Fig. 1: cells by drive strength
Drawn at 6 px/um.
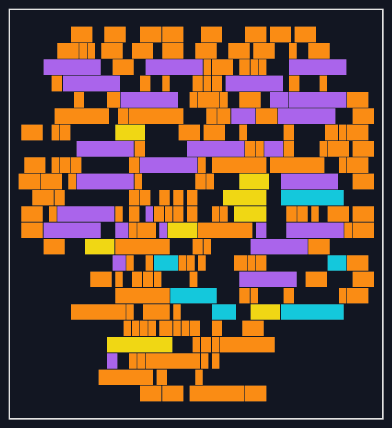
Fig. 2: placement by cell class
Drawn at 6 px/um.
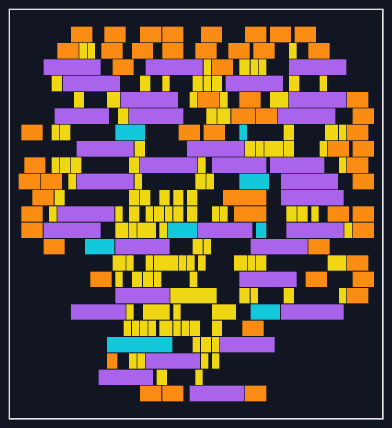
--- src/rtl/apagador_solicitudes_param.sv ---
// Request register and turn-off unit: latches cabin/hall calls per floor and clears the
// current floor's calls after HOLD door-open cycles. Define APAGADOR_DIR_FILTER_EN to clear hall calls by direction.
module apagador_solicitudes_param #(
    parameter int unsigned N_PISOS = 8,
    parameter int unsigned HOLD    = 4,
    parameter int unsigned PW      = $clog2(N_PISOS)
) (
    input  logic               clk,
    input  logic               rst_n,
    input  logic [N_PISOS-1:0] cab_req,
    input  logic [N_PISOS-1:0] up_req,
    input  logic [N_PISOS-1:0] dn_req,
    input  logic [PW-1:0]      piso,
    input  logic               door_open,
    input  logic [1:0]         dir,
    output logic [N_PISOS-1:0] solic_cab,
    output logic [N_PISOS-1:0] solic_up,
    output logic [N_PISOS-1:0] solic_dn,
    output logic               served,
    output logic               any_pending
);

    localparam int unsigned        CW       = (HOLD > 1) ? $clog2(HOLD) : 1;
    localparam logic [CW-1:0]      CNT_LAST = CW'(HOLD - 1);
    localparam logic [PW:0]        PISO_LIM = (PW+1)'(N_PISOS);
    // Top floor has no up button, ground floor has no down button.
    localparam logic [N_PISOS-1:0] UP_VALID = {1'b0, {(N_PISOS-1){1'b1}}};
    localparam logic [N_PISOS-1:0] DN_VALID = {{(N_PISOS-1){1'b1}}, 1'b0};

    typedef enum logic [1:0] {
        S_IDLE,
        S_DWELL,
        S_SERVED
    } state_t;

    state_t              state;
    logic [PW-1:0]       piso_q;
    logic [CW-1:0]       cnt;
    logic                in_range;
    logic                same_floor;
    logic                clear_now;
    logic                kill_en;
    logic                hall_up_en;
    logic                hall_dn_en;
    logic [N_PISOS-1:0]  floor_sel;
    logic [N_PISOS-1:0]  kill_cab;
    logic [N_PISOS-1:0]  kill_up;
    logic [N_PISOS-1:0]  kill_dn;

    assign in_range   = ({1'b0, piso} < PISO_LIM);
    assign same_floor = (piso == piso_q);
    assign clear_now  = (state == S_DWELL) && door_open && same_floor && (cnt == CNT_LAST);
    assign kill_en    = clear_now || (state == S_SERVED);
    assign floor_sel  = N_PISOS'(1) << piso_q;

    // Hall-bit clear mask: both directions, or only the travel direction when filtered.
`ifdef APAGADOR_DIR_FILTER_EN
    always_comb begin
        hall_up_en = 1'b1;
        hall_dn_en = 1'b1;
        case (dir)
            2'b01:   hall_dn_en = 1'b0;
            2'b10:   hall_up_en = 1'b0;
            default: ;
        endcase
    end
`else
    logic dir_unused;
    assign dir_unused = ^dir;
    assign hall_up_en = 1'b1;
    assign hall_dn_en = 1'b1;
`endif

    assign kill_cab = kill_en ? floor_sel : '0;
    assign kill_up  = (kill_en && hall_up_en) ? floor_sel : '0;
    assign kill_dn  = (kill_en && hall_dn_en) ? floor_sel : '0;

    // Dwell FSM with registered served pulse.
    always_ff @(posedge clk or negedge rst_n) begin
        if (!rst_n) begin
            state  <= S_IDLE;
            piso_q <= '0;
            cnt    <= '0;
            served <= 1'b0;
        end else begin
            served <= clear_now;
            case (state)
                S_IDLE: begin
                    if (door_open && in_range) begin
                        piso_q <= piso;
                        cnt    <= '0;
                        state  <= S_DWELL;
                    end
                end
                S_DWELL: begin
                    if (!door_open || !same_floor) begin
                        state <= S_IDLE;
                    end else if (cnt == CNT_LAST) begin
                        state <= S_SERVED;
                    end else begin
                        cnt <= cnt + CW'(1);
                    end
                end
                S_SERVED: begin
                    if (!door_open || !same_floor) begin
                        state <= S_IDLE;
                    end
                end
                default: state <= S_IDLE;
            endcase
        end
    end

    // Request registers: set by buttons, clear/absorb mask wins.
    always_ff @(posedge clk or negedge rst_n) begin
        if (!rst_n) begin
            solic_cab <= '0;
            solic_up  <= '0;
            solic_dn  <= '0;
        end else begin
            solic_cab <= (solic_cab | cab_req) & ~kill_cab;
            solic_up  <= (solic_up | (up_req & UP_VALID)) & ~kill_up;
            solic_dn  <= (solic_dn | (dn_req & DN_VALID)) & ~kill_dn;
        end
    end

    assign any_pending = (|solic_cab) | (|solic_up) | (|solic_dn);

endmodule
--- config.mk ---
export PLATFORM = sky130hd
export DESIGN_NAME = apagador_solicitudes_param
export DESIGN_NICKNAME = d
export VERILOG_FILES = /design/src/rtl/apagador_solicitudes_param.sv
export SDC_FILE = /design/constraint.sdc
export NUM_CORES = 1
export LEC_CHECK = 0
export ABC_AREA = 1
export CORE_ASPECT_RATIO = 1.1
export CORE_UTILIZATION = 35
export DETAILED_ROUTE_END_ITERATION = 12
export GPL_TIMING_DRIVEN = 0
export PLACE_DENSITY = 0.72
export SYNTH_ARGS = -nofsm -noshare
export SYNTH_HDL_FRONTEND = slang
export SYNTH_SLANG_ARGS = --single-unit
--- constraint.sdc ---
create_clock -name clk -period 2.6 [get_ports clk]
set_input_delay 0.65 -clock clk [delete_from_list [all_inputs] [get_ports clk]]
set_output_delay 0.65 -clock clk [all_outputs]
set_load 0.1 [all_outputs]
==> results_dict.tcl <==
# place-and-route summary
set metrics [dict create \
    synth_top_cell_by_count "dfrtp_1" \
    worstPathRequired_ns 1.95 \
    synth_top_area_share_pct 57.8 \
    rows 23 \
    syn_area_per_cell_um2 9.43 \
    r2r_slack_ns 1.12 \
    top_cells_by_area "dfrtp_1 58%, nor2_1 8.4%, a21oi_1 8.3%, nand2_1 3.8%, nor3_1 3.2%" \
    wl_met3_um 205 \
    track_usage_pct 17.1 \
    path_clk_slew_ns 0.07 \
    via_per_inst 4.66 \
    root_buffer "clkbuf_8" \
    clock-sinks 32 \
    clk_latency_ns 0.28 \
    drt_iter0_drc 44 \
    io_buffer_count 53 \
    wl_met1_mm 1.43 \
    timing.fmax_mhz 394 \
    outcome "completed" \
    n_fill_cell 327 \
    grt_pass1_vias 1111 \
    route.detailed.drc 0 \
    start_kind "register" \
    synthTopCellsByCount "32 x dfrtp_1, 31 x nor2_1, 23 x a21oi_1" \
    whs_ns 0.424 \
    area_growth_pct 52.6 \
    end_kind "primary output" \
    yosys_warnings 0 \
    max-slew-margin-rel_pct 34.3 \
    initial_utilization_pct 37.3 \
    p_per_area_nw_per_um2 546 \
    dr_total_vias 1203 \
    dieArea_um2 4220 \
    antenna_found_initial 0 \
    worstMarginPinSlew_ns 0.983 \
    setup_viol 0 \
    rsz0062_at_grt "false" \
    hp-class "input port to async pin" \
    tns_ns 0 \
    pin_count 58 \
    irDropWorstVdd_mv 0.280 \
    ys_seq_share_pct 57.8 \
    netlist_instances 147 \
    hpwl_mm 2.38 \
    core_um2 3710 \
    grt_max_degree 33 \
    synth_nets 180 \
    ant_nets 0 \
    cts_made_buffers 5 \
    worstPathCellList "or2_4 -> nor4_1 -> nand4_1 -> clkdlybuf4s15_2" \
    gp_congestion 0.742 \
    syn-cell-area_um2 1390 \
    met2WireLength_mm 1.49 \
    final_nets 240 \
    cp_data_arrival_time_ns 1.89 \
    edf_count 0 \
    critPathKind "register to primary output" \
]
-- Fig. 1 (at the start) --
_0 and _1 cells: marked orange, cells 167, share 80%, most used clkdlybuf4s50_1. _2 cells: marked purple, cells 27, share 13%, most used dfrtp_2. _6 and larger: marked yellow, cells 8, share 3.8%, most used clkbuf_8. _3 and _4 cells: marked cyan, cells 6, share 2.9%, most used dfrtp_4.
Plain + repair buffers: 55
final instance area: 2120 um2

-- Fig. 2 (at the start) --
flops: marked purple, cells 32, share of their area 40%. combinational and other logic: marked yellow, cells 113, share of their area 27%. clock drivers and dummy loads: marked cyan, cells 8, share of their area 5.2%. other buffers and delay cells: marked orange, cells 55, share of their area 27%.

==> final cells by class <==
type	instances	area (um2)	share of cell area, %
sequential	32	831	39.3
timing repair buffer	53	527	24.9
multi-input combinational	100	504	23.8
clock buffer	6	72.6	3.43
tap	50	62.6	2.96
inverter	13	48.8	2.31
clock inverter	2	35.0	1.66
buffer	2	35.0	1.66
==> sequential cells by signal, indices dropped and copies added (netlist names) <==
register	flops
state	2
cnt	2
served	1
solic_dn	8
piso_q	3
solic_up	8
solic_cab	8
==> what timing repair did <==
| action | in CTS | in global routing |
|---|---|---|
| endpoints found under the setup margin | 1 | 0 |
| gates resized | 3 | 0 |
| endpoints found under the hold margin | 0 | 0 |
==> critical path, delay by kind of cell, from the launching register on <==
kind / cells / cell delay [ns]
AND/OR/NAND/NOR: 3 / 0.65
flip-flops: 1 / 0.48
buffers and inverters: 1 / 0.49
==> cell usage in the layout, fill, tap and decap left out <==
cell,instances
buf_12,1
nand4_4,1
clkinv_2,1
nand2_1,14
clkbuf_8,5
o21ai_0,3
ha_1,1
inv_2,2
a21oi_2,2
nor2_1,31
clkdlybuf4s50_1,51
or2_4,1
buf_2,1
clkbuf_1,1
a21oi_1,23
dfrtp_1,12
bufinv_16,1
nand4_1,2
nor3_1,9
nor2_4,1
clkdlybuf4s15_2,1
xnor2_1,1
dfrtp_4,2
nor4_1,3
buf_8,1
nand2_4,1
nand3_1,5
nand2_2,2
inv_1,11
dfrtp_2,18
==> report_power, final <==
part	internal (W)	switching (W)
clock network	0.000284	0.000173
logic	0.0000666	0.0000938
registers	0.000516	0.0000222
total	0.000867	0.000288
==> worst min path at each step <==
stage          depth (start not counted)            to        start
3_3_place_gp                           2        cnt[1]       cnt[1]
6_report                               1  solic_cab[3]        rst_n
2_1_floorplan                          0        cnt[0]        rst_n
3_5_place_dp                           2   solic_up[7]  solic_up[7]
5_1_grt                                1        cnt[0]        rst_n
4_1_cts                                1   solic_up[1]        rst_n
==> layer usage <==
layer / vias up / track usage [%]
met4: 0 / 7.50
met1: 543 / 23.7
met3: 4 / 3.40
met2: 45 / 25.5
met5: - / 0
li1: 611 / -
==> through the flow <==
| step | worst slack (ns) | total power, W | instance area (um2) | util, % |
|---|---|---|---|---|
| floorplan | -0.0395 | 0.000632 | 1420 | - |
| global placement | -0.149 | 0.000705 | 2010 | 54.2 |
| detailed placement | -0.183 | 0.000709 | 2010 | 54.1 |
| CTS | 0.0294 | 0.00117 | 2120 | 57.0 |
| global route | 0.00695 | 0.00120 | 2120 | 57.0 |
| finish | 0.0604 | 0.00116 | 2120 | 57.0 |
==> cells by family after synthesis <==
kind of cell | synth area share (%)
AOI/OAI and AO/OA | 10.6
DFF | 57.8
buffers and inverters | 6.05
and+or+nand+nor | 24.0
xor gates and xnor gates | 0.632
adders and majority gates | 0.902
Power figures rest on the tool's default switching activity, not on a simulated workload.
